Figure 1. The clock network (run 1).
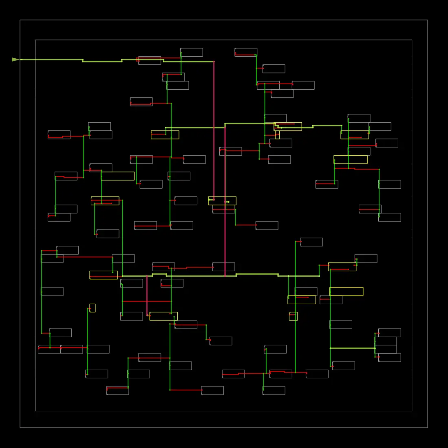
Figure 2. Met1 routing (run 1).
The bar under the picture is 50 µm long. Supply wires on this layer in gray.
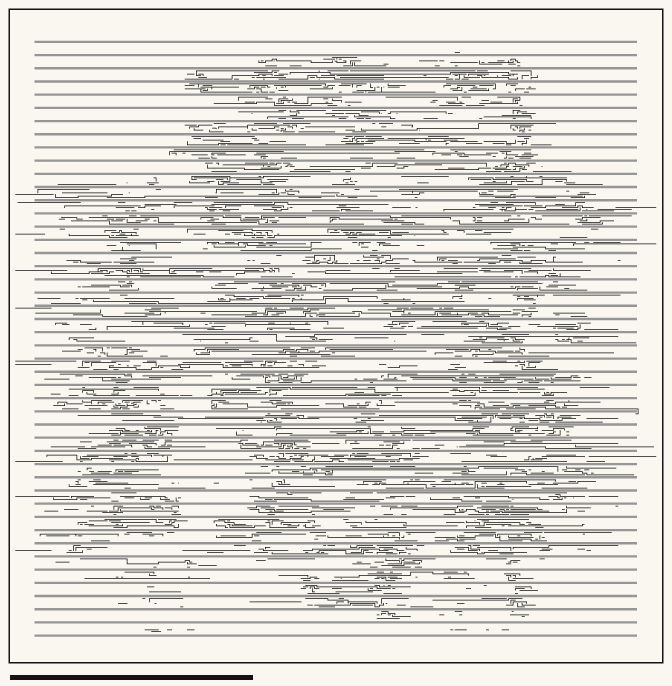
Figure 3. Metal 4 (run 1).
Supply wires on this layer in gray.
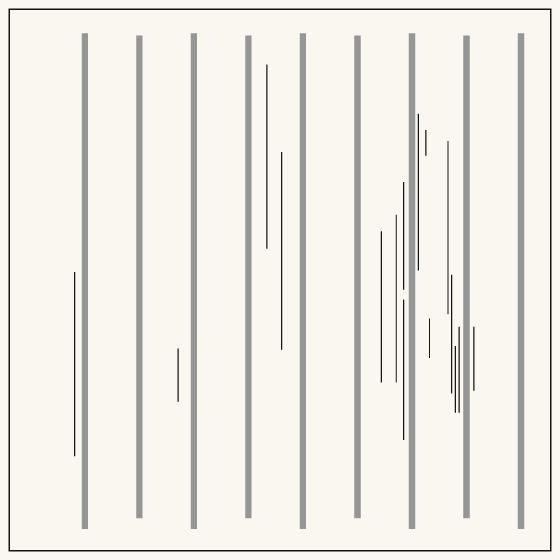
## config.mk

```make
export PLATFORM = sky130hd
export DESIGN_NAME = controle_divisor_flat
export DESIGN_NICKNAME = d
export VERILOG_FILES = /design/src/rtl/controle_divisor_if.sv /design/src/rtl/controle_divisor.sv /design/src/flat_wrapper.sv
export SDC_FILE = /design/constraint.sdc
export NUM_CORES = 1
export LEC_CHECK = 0
export CORE_MARGIN = 5
export CORE_UTILIZATION = 35
export DETAILED_ROUTE_END_ITERATION = 8
export GPL_ROUTABILITY_DRIVEN = 0
export PLACE_DENSITY_LB_ADDON = 0.1
export SYNTH_ARGS = -nofsm -noshare
export SYNTH_HDL_FRONTEND = slang
export SYNTH_SLANG_ARGS = --single-unit
```

## constraint.sdc

```tcl
create_clock -name clock_50 -period 5.26 [get_ports clock_50]
set_clock_uncertainty 0.1 [all_clocks]
set_input_delay 1.578 -clock clock_50 [delete_from_list [all_inputs] [get_ports clock_50]]
set_output_delay 1.578 -clock clock_50 [all_outputs]
set_load 0.01 [all_outputs]
```

## src/rtl/controle_divisor_if.sv

```systemverilog
// Configuration handshake bundle for controle_divisor: valid/ready with divide value and period count.
// The slave raises err for one cycle when an accepted request carries an illegal divide value.
interface controle_divisor_if #(
  parameter int WIDTH = 26,
  parameter int CNT_W = 8
);
  logic             cfg_valid;
  logic             cfg_ready;
  logic [WIDTH-1:0] cfg_div;
  logic [CNT_W-1:0] cfg_count;
  logic             cfg_err;

  modport master (
    output cfg_valid,
    output cfg_div,
    output cfg_count,
    input  cfg_ready,
    input  cfg_err
  );

  modport slave (
    input  cfg_valid,
    input  cfg_div,
    input  cfg_count,
    output cfg_ready,
    output cfg_err
  );
endinterface

```

## src/rtl/controle_divisor.sv

```systemverilog
// Clock-divider controller: programmable divide value, free or N-period runs, tick pulse and square wave.
// All outputs registered except cfg_ready; config is back-pressured (cfg_ready=0) while a run is active.
module controle_divisor #(
  parameter int WIDTH       = 26,
  parameter int DEFAULT_DIV = 50000000,
  parameter int CNT_W       = 8
) (
  input  logic                  clock_50,
  input  logic                  reset,
  controle_divisor_if.slave     cfg,
  input  logic                  start,
  input  logic                  stop,
  output logic                  tick,
  output logic                  novo_clock,
  output logic                  busy,
  output logic                  done,
  output logic [CNT_W-1:0]      ticks_left
);

  typedef enum logic [1:0] {IDLE, RUN, DONE} state_t;

  state_t           state, state_n;
  logic [WIDTH-1:0] q, q_n;
  logic [WIDTH-1:0] div_r, div_n;
  logic [CNT_W-1:0] cnt_r, cnt_n;
  logic [CNT_W-1:0] ticks_n;
  logic             tick_n, done_n, novo_n, err_n;
  logic             cfg_acc, cfg_legal;

  assign cfg.cfg_ready = (state != RUN);
  assign cfg_acc       = cfg.cfg_valid & cfg.cfg_ready;
  assign cfg_legal     = (cfg.cfg_div >= WIDTH'(2));

  always_comb begin
    div_n   = div_r;
    cnt_n   = cnt_r;
    state_n = state;
    q_n     = q;
    ticks_n = ticks_left;
    tick_n  = 1'b0;
    done_n  = done;
    err_n   = cfg_acc & ~cfg_legal;

    // A legal config accepted on the start edge is already visible to the new run.
    if (cfg_acc && cfg_legal) begin
      div_n = cfg.cfg_div;
      cnt_n = cfg.cfg_count;
    end

    case (state)
      RUN: begin
        if (stop) begin
          state_n = IDLE;
          q_n     = '0;
          ticks_n = '0;
        end else if (q == div_r - WIDTH'(1)) begin
          q_n    = '0;
          tick_n = 1'b1;
          if (ticks_left != '0) begin
            ticks_n = ticks_left - CNT_W'(1);
            if (ticks_left == CNT_W'(1)) begin
              state_n = DONE;
              done_n  = 1'b1;
            end
          end
        end else begin
          q_n = q + WIDTH'(1);
        end
      end
      default: begin
        if (start && !stop) begin
          state_n = RUN;
          q_n     = '0;
          ticks_n = cnt_n;
          done_n  = 1'b0;
        end
      end
    endcase

    novo_n = (state_n == RUN) && (q_n >= (div_n >> 1));
  end

  always_ff @(posedge clock_50) begin
    if (reset) begin
      state      <= IDLE;
      q          <= '0;
      div_r      <= WIDTH'(DEFAULT_DIV);
      cnt_r      <= '0;
      ticks_left <= '0;
      tick       <= 1'b0;
      novo_clock <= 1'b0;
      busy       <= 1'b0;
      done       <= 1'b0;
      cfg.cfg_err <= 1'b0;
    end else begin
      state      <= state_n;
      q          <= q_n;
      div_r      <= div_n;
      cnt_r      <= cnt_n;
      ticks_left <= ticks_n;
      tick       <= tick_n;
      novo_clock <= novo_n;
      busy       <= (state_n == RUN);
      done       <= done_n;
      cfg.cfg_err <= err_n;
    end
  end

endmodule

```

## src/flat_wrapper.sv

```systemverilog
// flat-port wrapper written by rule: the top's interface ports become plain ports
module controle_divisor_flat 
#(
  parameter int WIDTH       = 26,
  parameter int DEFAULT_DIV = 50000000,
  parameter int CNT_W       = 8
)
  (clock_50, reset, start, stop, tick, novo_clock, busy, done, ticks_left, cfg_cfg_valid, cfg_cfg_div, cfg_cfg_count, cfg_cfg_ready, cfg_cfg_err);
  controle_divisor_if #(.WIDTH(WIDTH), .CNT_W(CNT_W)) cfg_i ();
  input  logic clock_50;
  input  logic reset;
  input  logic start;
  input  logic stop;
  output logic tick;
  output logic novo_clock;
  output logic busy;
  output logic done;
  output logic [CNT_W-1:0] ticks_left;
  input wire logic [$bits(cfg_i.cfg_valid)-1:0] cfg_cfg_valid;
  input wire logic [$bits(cfg_i.cfg_div)-1:0] cfg_cfg_div;
  input wire logic [$bits(cfg_i.cfg_count)-1:0] cfg_cfg_count;
  output wire logic [$bits(cfg_i.cfg_ready)-1:0] cfg_cfg_ready;
  output wire logic [$bits(cfg_i.cfg_err)-1:0] cfg_cfg_err;
  assign cfg_i.cfg_valid = cfg_cfg_valid;
  assign cfg_i.cfg_div = cfg_cfg_div;
  assign cfg_i.cfg_count = cfg_cfg_count;
  assign cfg_cfg_ready = cfg_i.cfg_ready;
  assign cfg_cfg_err = cfg_i.cfg_err;
  controle_divisor #(.WIDTH(WIDTH), .DEFAULT_DIV(DEFAULT_DIV), .CNT_W(CNT_W)) u_core (.clock_50(clock_50), .reset(reset), .cfg(cfg_i), .start(start), .stop(stop), .tick(tick), .novo_clock(novo_clock), .busy(busy), .done(done), .ticks_left(ticks_left));
endmodule
```

==> out/metrics.cfg, run 1 <==
[layout]
clock_area_share_pct=5.029
layout.cells.non_filler=946
regArea_um2=1501
diodes=0
final_layout_top_logic_cells=75 x dfxtp_1, 69 x nand2_1, 53 x nor2_1
area_growth_pct=21.69
fin_area_um2=6593
comb.multi_input.count=556
n_all_inverters=23

[detailed_routing]
vias_per_cell=5.869
wl_met2_um=7874
first_pass_iters=5
drtAntennaViolNets=0
top_layer=met4
wl_met3_um=1072
drt_iter0_markers=407
post_drt_wl_per_cell_um=19.27

[global_route]
antenna_found_initial=0
grt_max_degree=41
overflow=0
grt_util_met2_pct=30.89

[clocking]
root_buffer=clkbuf_16
clkSlewWorstSetupHoldPaths_ns=0.06

[final_timing]
slew_violations=0
hold_viol=0
tns_ns=0
hold_ws_ns=0.3918
layout_min_cycle_time_ns=5.062
slew-limit-headroom_pct=15.31

[power]
p_seq_share_pct=38.1
p_per_area_nw_per_um2=245.8
switching_share_pct=27.30
internal_power_uw=1178

[logic_synthesis]
ys.flop_type=dfxtp_1
common_cells=75 x dfxtp_1, 69 x nand2_1, 53 x nor2_1
netlist_area_um2=5418
synthXorXnorAreaFrac_pct=5.335
yosysCellCount=706
synth-async-reset-ratio_pct=0
edf_count=0
ys_ff=75
top_cell=dfxtp_1
muxShareOfSynthArea_pct=7.968
top_area_share_pct=27.71

[worst_setup_path]
crit_family=AND-OR/OR-AND gates
crit_chain=clkdlybuf4s50_1, nor4_1, nand3_1, o21bai_4, buf_4, mux2i_1, ha_1, nand4_1, o211ai_1, a221oi_1, or3_1, a41oi_1, a21oi_1, a21boi_0
crit_fanout=12
arrival_ns=5.19

[placed_design]
place_hpwl_um=13910
post-place-ws_ns=-0.1290

[floorplanning]
io_pins=53
die_y_um=134.4

[job]
warnings=27

[outcome]
status=complete, no violations

## Picture notes: Figure 1
Num CTS Buffers: 9
CTS Sinks: 75
CLK BUF: 10
flip-flops: 75

## Picture notes: Figure 2
wire length on this layer: 8810 µm
nets with wire on the layer: 775
main direction: horizontal
longest straight run: 51.5 µm
share of all routed wire: 48%
grt met1 use: 27.48%
Total Routed Length: 18230 µm

## Picture notes: Figure 3
share of all routed wire: 2.6%
nets with wire on the layer: 15
longest straight run: 49.0 µm
wire length on this layer: 473 µm
main direction: vertical
total number of vias: 5552

[run 1: worst paths after layout]
path,startpoint,to,slack (ns),cells past startpoint
max,cfg_cfg_div[10],u_core.novo_clock,0.20,14
min reg2reg,u_core.cnt_r[6],u_core.cnt_r[6],0.39,2
min,u_core.cnt_r[6],u_core.cnt_r[6],0.39,2
max reg2reg,u_core.div_r[1],u_core.novo_clock,0.31,21
[run 1: cell families (layout without fill, tap and decap cells)]
| kind of cell | after synthesis | after routing |
|---|---|---|
| AND/OR/NAND/NOR | 290 | 290 |
| XOR/XNOR | 33 | 33 |
| AND-OR/OR-AND | 161 | 161 |
| buffers and inverters | 75 | 127 |
| adder cells (fa/ha/maj) | 29 | 29 |
| multiplexers | 43 | 43 |
| flip-flops | 75 | 75 |
==> run 2: changes to the inputs <==
--- a/config.mk
+++ b/config.mk
@@ -5,6 +5,7 @@
 export SDC_FILE = /design/constraint.sdc
 export NUM_CORES = 1
 export LEC_CHECK = 0
+export CAP_MARGIN = 0
 export CORE_MARGIN = 5
 export CORE_UTILIZATION = 35
 export DETAILED_ROUTE_END_ITERATION = 8
Figure 4. Met1 routing (run 2).
The bar under the picture is 50 µm long. Supply wires on this layer in gray.
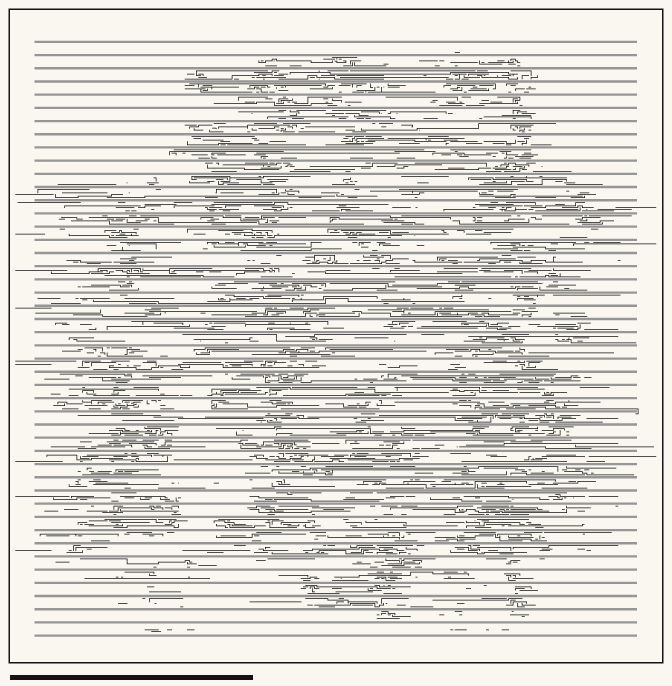
share of all routed wire: 48%
main direction: horizontal
nets with wire on the layer: 775
wire length on this layer: 8810 µm
longest straight run: 51.5 µm

==> run 2 against run 1 <==
Effect of this change:
- clock power hardly changed
- synthesized cell count stayed put
- largest power group unchanged
- routed wire length stayed put
- cell area stayed put
- register-to-register slack hardly changed
- maximum frequency stayed put
==> out/metrics.cfg, run 2 <==
[worst_setup_path]
crit_family=AND-OR/OR-AND gates
r2r_cells=21
crit_fanout=12
worstPathRequired_ns=5.39
endpoint=u_core.novo_clock
r2r-end=u_core.novo_clock
crit_chain=clkdlybuf4s50_1, nor4_1, nand3_1, o21bai_4, buf_4, mux2i_1, ha_1, nand4_1, o211ai_1, a221oi_1, or3_1, a41oi_1, a21oi_1, a21boi_0
r2r_setup_slack_ns=0.31
r2r_start=u_core.div_r[1]
startpoint=cfg_cfg_div[10]
arrival_ns=5.19
critical_path_depth=14

[job]
warnings=27

[final_timing]
layout_min_cycle_time_ns=5.062
hold_viol=0
slew_violations=0
tns_ns=0
slew-limit-headroom_pct=15.31
hold_ws_ns=0.3918
rsz0062_at_grt=no

[clocking]
root_buffer=clkbuf_16
cts.sinks=75
clkSlewWorstSetupHoldPaths_ns=0.06
cts_buffers=9

[logic_synthesis]
common_cells=75 x dfxtp_1, 69 x nand2_1, 53 x nor2_1
ys_area_um2=5418
ys.flop_type=dfxtp_1
edf_count=0
top_area_share_pct=27.71
synth-async-reset-ratio_pct=0
yosysCellCount=706
netlist_area_um2=5418
muxShareOfSynthArea_pct=7.968
synthXorXnorAreaFrac_pct=5.335
top_cell=dfxtp_1
adder_share_pct=6.697
ys_ff=75

[layout]
layout.cells.non_filler=946
fin_area_um2=6593
regArea_um2=1501
diodes=0
final_layout_top_logic_cells=75 x dfxtp_1, 69 x nand2_1, 53 x nor2_1
nFillCells=1524

[detailed_routing]
first_pass_iters=5
wl_um=18230
post_drt_wl_per_cell_um=19.27
drt_iter0_markers=407
drtAntennaViolNets=0
vias_per_cell=5.869

[floorplanning]
die_w_um=134.4
io_pins=53

[worst_hold_path]
min_to=u_core.cnt_r[6]
holdPathStages=2
min_from=u_core.cnt_r[6]

[placed_design]
place_hpwl_um=13910

[power]
p_seq_share_pct=38.1
internal_power_uw=1178
p_per_area_nw_per_um2=245.8
power_leader=clock
switching_share_pct=27.30

[outcome]
status=complete, no violations

[global_route]
overflow=0
antenna_found_initial=0

-- run 2: cell counts in the layout (fill, tap and decap cells not counted) --
Identical to the previous run, type by type.
-- run 2: layout make-up --
cell class | instances | share of cell area (%)
clock inverters | 5 | 1.556
repair buffers | 89 | 12.11
well taps | 188 | 3.568
inverters | 23 | 1.310
multi-input cells | 556 | 55.21
flip-flops and latches | 75 | 22.77
clock buffers | 10 | 3.473
-- run 2: metal layers --
metal	vias to the layer above	part of all wire [%]	track usage (%)	wire, µm
li1	2700	-	-	-
met5	-	0	0	0
met4	0	2.6	6.561	472
met3	34	5.9	4.351	1072
met1	2625	48	27.48	8810
met2	193	43	30.89	7874
Power and IR drop assume default switching activity.
